$ cat src/rtl/flex_xy_scan.sv
// flex_xy_scan: 2-D raster coordinate generator (x fastest) with a valid/ready
// handshake toward the per-pixel engine. Supports single-frame and continuous
// modes, a sticky stop request and an immediate abort.
module flex_xy_scan #(
   parameter int NUM_X_BITS = 10,
   parameter int NUM_Y_BITS = 9
) (
   input  logic                  clk,
   input  logic                  rst,
   input  logic                  start,
   input  logic                  stop,
   input  logic                  abort,
   input  logic                  continuous,
   input  logic [NUM_X_BITS-1:0] x_max,
   input  logic [NUM_Y_BITS-1:0] y_max,
   input  logic                  ready,
   output logic                  valid,
   output logic [NUM_X_BITS-1:0] x_out,
   output logic [NUM_Y_BITS-1:0] y_out,
   output logic                  line_end,
   output logic                  frame_end,
   output logic                  frame_done,
   output logic                  busy
);

   // DRAIN is the single post-frame cycle that carries frame_done while still busy.
   typedef enum logic [1:0] {IDLE, SCAN, DRAIN} state_e;

   state_e                  state_q, state_d;
   logic [NUM_X_BITS-1:0]   x_q, x_d, xmax_q, xmax_d;
   logic [NUM_Y_BITS-1:0]   y_q, y_d, ymax_q, ymax_d;
   logic                    cont_q, cont_d;
   logic                    stop_q, stop_d;
   logic                    frame_done_q, frame_done_d;
   logic                    xfer;

   // Outputs decoded from registered state; line/frame markers only while valid.
   always_comb begin
      valid      = (state_q == SCAN);
      busy       = (state_q != IDLE);
      line_end   = valid && (x_q == xmax_q);
      frame_end  = line_end && (y_q == ymax_q);
      x_out      = x_q;
      y_out      = y_q;
      frame_done = frame_done_q;
   end

   // Next-state: raster stepping, frame wrap, stop/continuous handling; abort overrides all.
   always_comb begin
      state_d      = state_q;
      x_d          = x_q;
      y_d          = y_q;
      xmax_d       = xmax_q;
      ymax_d       = ymax_q;
      cont_d       = cont_q;
      stop_d       = stop_q;
      frame_done_d = 1'b0;
      xfer         = (state_q == SCAN) && ready;
      case (state_q)
         IDLE: begin
            if (start) begin
               xmax_d  = x_max;
               ymax_d  = y_max;
               cont_d  = continuous;
               x_d     = '0;
               y_d     = '0;
               stop_d  = 1'b0;
               state_d = SCAN;
            end
         end
         SCAN: begin
            // A stop arriving on the last-pixel cycle still ends this frame.
            if (cont_q && stop) stop_d = 1'b1;
            if (xfer) begin
               if (!line_end) begin
                  x_d = x_q + NUM_X_BITS'(1);
               end else if (!frame_end) begin
                  x_d = '0;
                  y_d = y_q + NUM_Y_BITS'(1);
               end else begin
                  x_d          = '0;
                  y_d          = '0;
                  frame_done_d = 1'b1;
                  if (!cont_q || stop_d) state_d = DRAIN;
               end
            end
         end
         DRAIN: begin
            state_d = IDLE;
            stop_d  = 1'b0;
         end
         default: state_d = IDLE;
      endcase
      if (abort) begin
         state_d      = IDLE;
         x_d          = '0;
         y_d          = '0;
         stop_d       = 1'b0;
         frame_done_d = 1'b0;
      end
   end

   // State register with synchronous active-high reset.
   always_ff @(posedge clk) begin
      if (rst) begin
         state_q      <= IDLE;
         x_q          <= '0;
         y_q          <= '0;
         xmax_q       <= '0;
         ymax_q       <= '0;
         cont_q       <= 1'b0;
         stop_q       <= 1'b0;
         frame_done_q <= 1'b0;
      end else begin
         state_q      <= state_d;
         x_q          <= x_d;
         y_q          <= y_d;
         xmax_q       <= xmax_d;
         ymax_q       <= ymax_d;
         cont_q       <= cont_d;
         stop_q       <= stop_d;
         frame_done_q <= frame_done_d;
      end
   end

endmodule
$ cat config.mk
export PLATFORM = sky130hd
export DESIGN_NAME = flex_xy_scan
export DESIGN_NICKNAME = d
export VERILOG_FILES = /design/src/rtl/flex_xy_scan.sv
export SDC_FILE = /design/constraint.sdc
export NUM_CORES = 1
export LEC_CHECK = 0
export CORE_UTILIZATION = 47
export CTS_CLUSTER_SIZE = 16
export DETAILED_ROUTE_END_ITERATION = 8
export PLACE_DENSITY_LB_ADDON = 0.05
export SLEW_MARGIN = 20
export SYNTH_ARGS = -nofsm -noshare
export SYNTH_HDL_FRONTEND = slang
export SYNTH_SLANG_ARGS = --single-unit
$ cat constraint.sdc
create_clock -name clk -period 2.1 [get_ports clk]
set_input_delay 0.315 -clock clk [delete_from_list [all_inputs] [get_ports clk]]
set_output_delay 0.315 -clock clk [all_outputs]
set_load 0.01 [all_outputs]
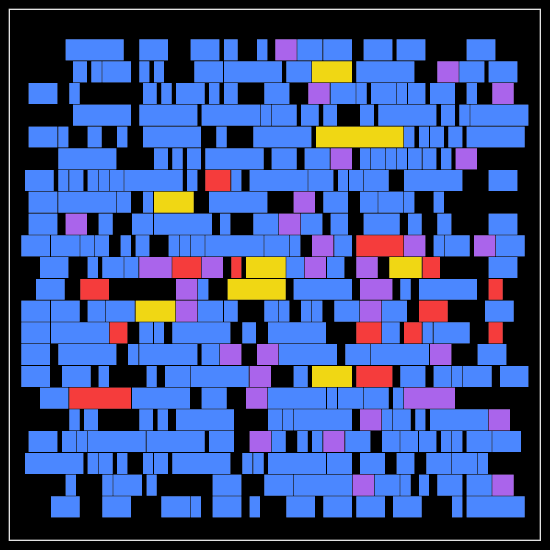
drive_strength.png
Scale: 8 px per um.
Key: drive 3 to 4 = purple [cells 32]; drive 1 or less = blue [cells 261]; drive 2 = red [cells 14]; drive 6 and up = yellow [cells 8]
post-route setup slack: -0.348 ns
non-clock buffer total of the final layout: 80
Syn-to-layout area delta: 46.6%
design area: 2840 sq um

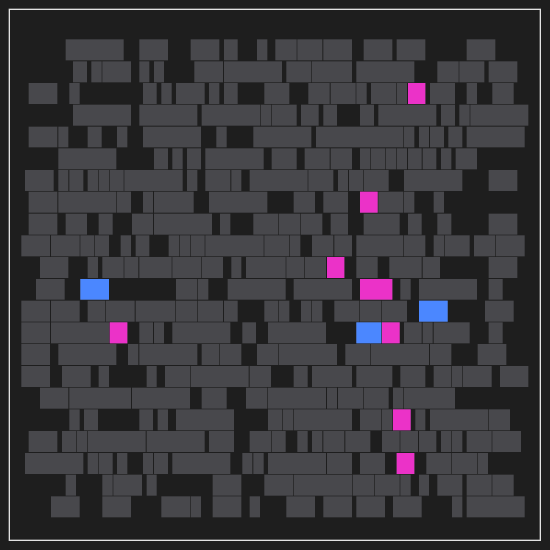
gate_families.png
Scale: 8 px per um.
Key: AND and OR gates = magenta [cells 8]; AND-OR and OR-AND gates = blue [cells 3]
Commonest Layout Cell: nand2_1
Final Instance Count excl. Fillers: 363
Comb/total area: 0.379

[final timing paths]
kind                      to  slack, ns  depth (start not counted)
hold / removal     xmax_q[6]       0.47                          2
setup reg to reg  state_q[0]      -0.01                          8
setup / recovery   frame_end      -0.35                          7
hold reg to reg    xmax_q[6]       0.47                          2
[routing by layer]
layer | vias up | GRT usage
met5 | - | 0
met4 | 0 | 0.0957
met3 | 5 | 0.0362
met2 | 58 | 0.338
met1 | 858 | 0.362
li1 | 940 | -
[power by group through the flow]
stage / sequential, uW / clock (uW) / combinational, uW
2_1_floorplan: 883 / 0 / 128
6_report: 869 / 621 / 281
3_5_place_dp: 887 / 0 / 254
5_1_grt: 871 / 651 / 304
3_3_place_gp: 886 / 0 / 252
4_1_cts: 868 / 624 / 265
[cells by family after synthesis]
group | after synthesis
and+or+nand+nor | 112
DFF | 43
xor gates and xnor gates | 36
AOI/OAI and AO/OA | 32
buffers and inverters | 10
adders and majority gates | 2
muxes | 1
[critical path, cell delays in order, from the launching register on]
cell	delay [ns]
dfxtp_1	0.33
xor2_1	0.14
nor4_1	0.30
buf_4	0.19
nand3_4	0.08
or4_4	0.54
nor2_2	0.12
buf_2	0.13
[sequential cells by signal, summed over array words and instances (netlist names)]
signal,count
stop_q,1
y_out,9
x_out,10
xmax_q,10
cont_q,1
ymax_q,9
frame_done,1
state_q,2
[final cells by class]
class                   instances  area [sq um]  share of cell area
inverters                       2          7.51             0.00264
clock buffers                   6          72.6              0.0256
multi-input cells             183          1080               0.379
clock inverters                 1          30.0              0.0106
flip-flops and latches         43           862               0.304
repair buffers                 80           729               0.257
well taps                      48          60.1              0.0212
[what timing repair did]
action,4_1_cts,5_1_grt
gates resized,13,7
endpoints found under the setup margin,3,13
buffers inserted,1,1
pin swaps,3,4
==> flow_summary.toml <==
# physical design summary
[status]
outcome = "finished, violations left"
failed_checks = "setup timing"

[synth]
ys_top_logic_family = "simple AND/OR/NAND/NOR gates"
synthMostInstantiatedCell = "nand2_1"
synth_nets = 264
synth-adder-area-share = 0.0129
ys_ff = 43
ys_types = 28
synth_warnings = 0
post-synth-top-area-cell = "dfxtp_1"
yosys_most_used_dff = "dfxtp_1"
synthTopCellsByArea = "dfxtp_1 (44%), xor2_1 (11%), nand2_1 (9.9%), a21oi_1 (5.9%), xnor2_1 (5.0%)"

[pwr]
overall_power_consumption_uw = 1770
power.share.clock = 0.351
power.switching_fraction = 0.244
cellInternalPower_uw = 1340
worst_ir_drop_vdd_mv = 0.419
power_per_cell_area_nw_per_um2 = 624

[clocking]
cts_buffers = 5
ctsRootBufferMaster = "clkbuf_8"
cts.path.max_buffers = 2
clock_sinks = 43
clock.latency.late_pin_ns = 0.30

[routing]
routed.top_layer = "met4"
drt-wirelength-per-cell_um = 13.5
drt_drc_violations_left = 0
vias_per_cell = 5.13
first_pass_iters = 4

[place]
dp_hpwl_um = 3570

[timing]
fin_setup_tns_ns = -0.358
achievable-frequency_ghz = 0.408
post-route-worst-setup-slack_ns = -0.348
setup_viol = 2
maxSlewHeadroom = 0.760
report.final.slew_viol_count = 0

[min_path]
hold_path_class = "reg -> reg"
timing.hold.worst.start = "xmax_q[6]"

[setup_path]
crit_fanout = 2

[die]
die-width_um = 66.2
io_pins = 50
placement_rows = 22
die_area_sq_um = 4380

[job]
stage_log_warnings = 28

[finish]
design.final.nets = 343
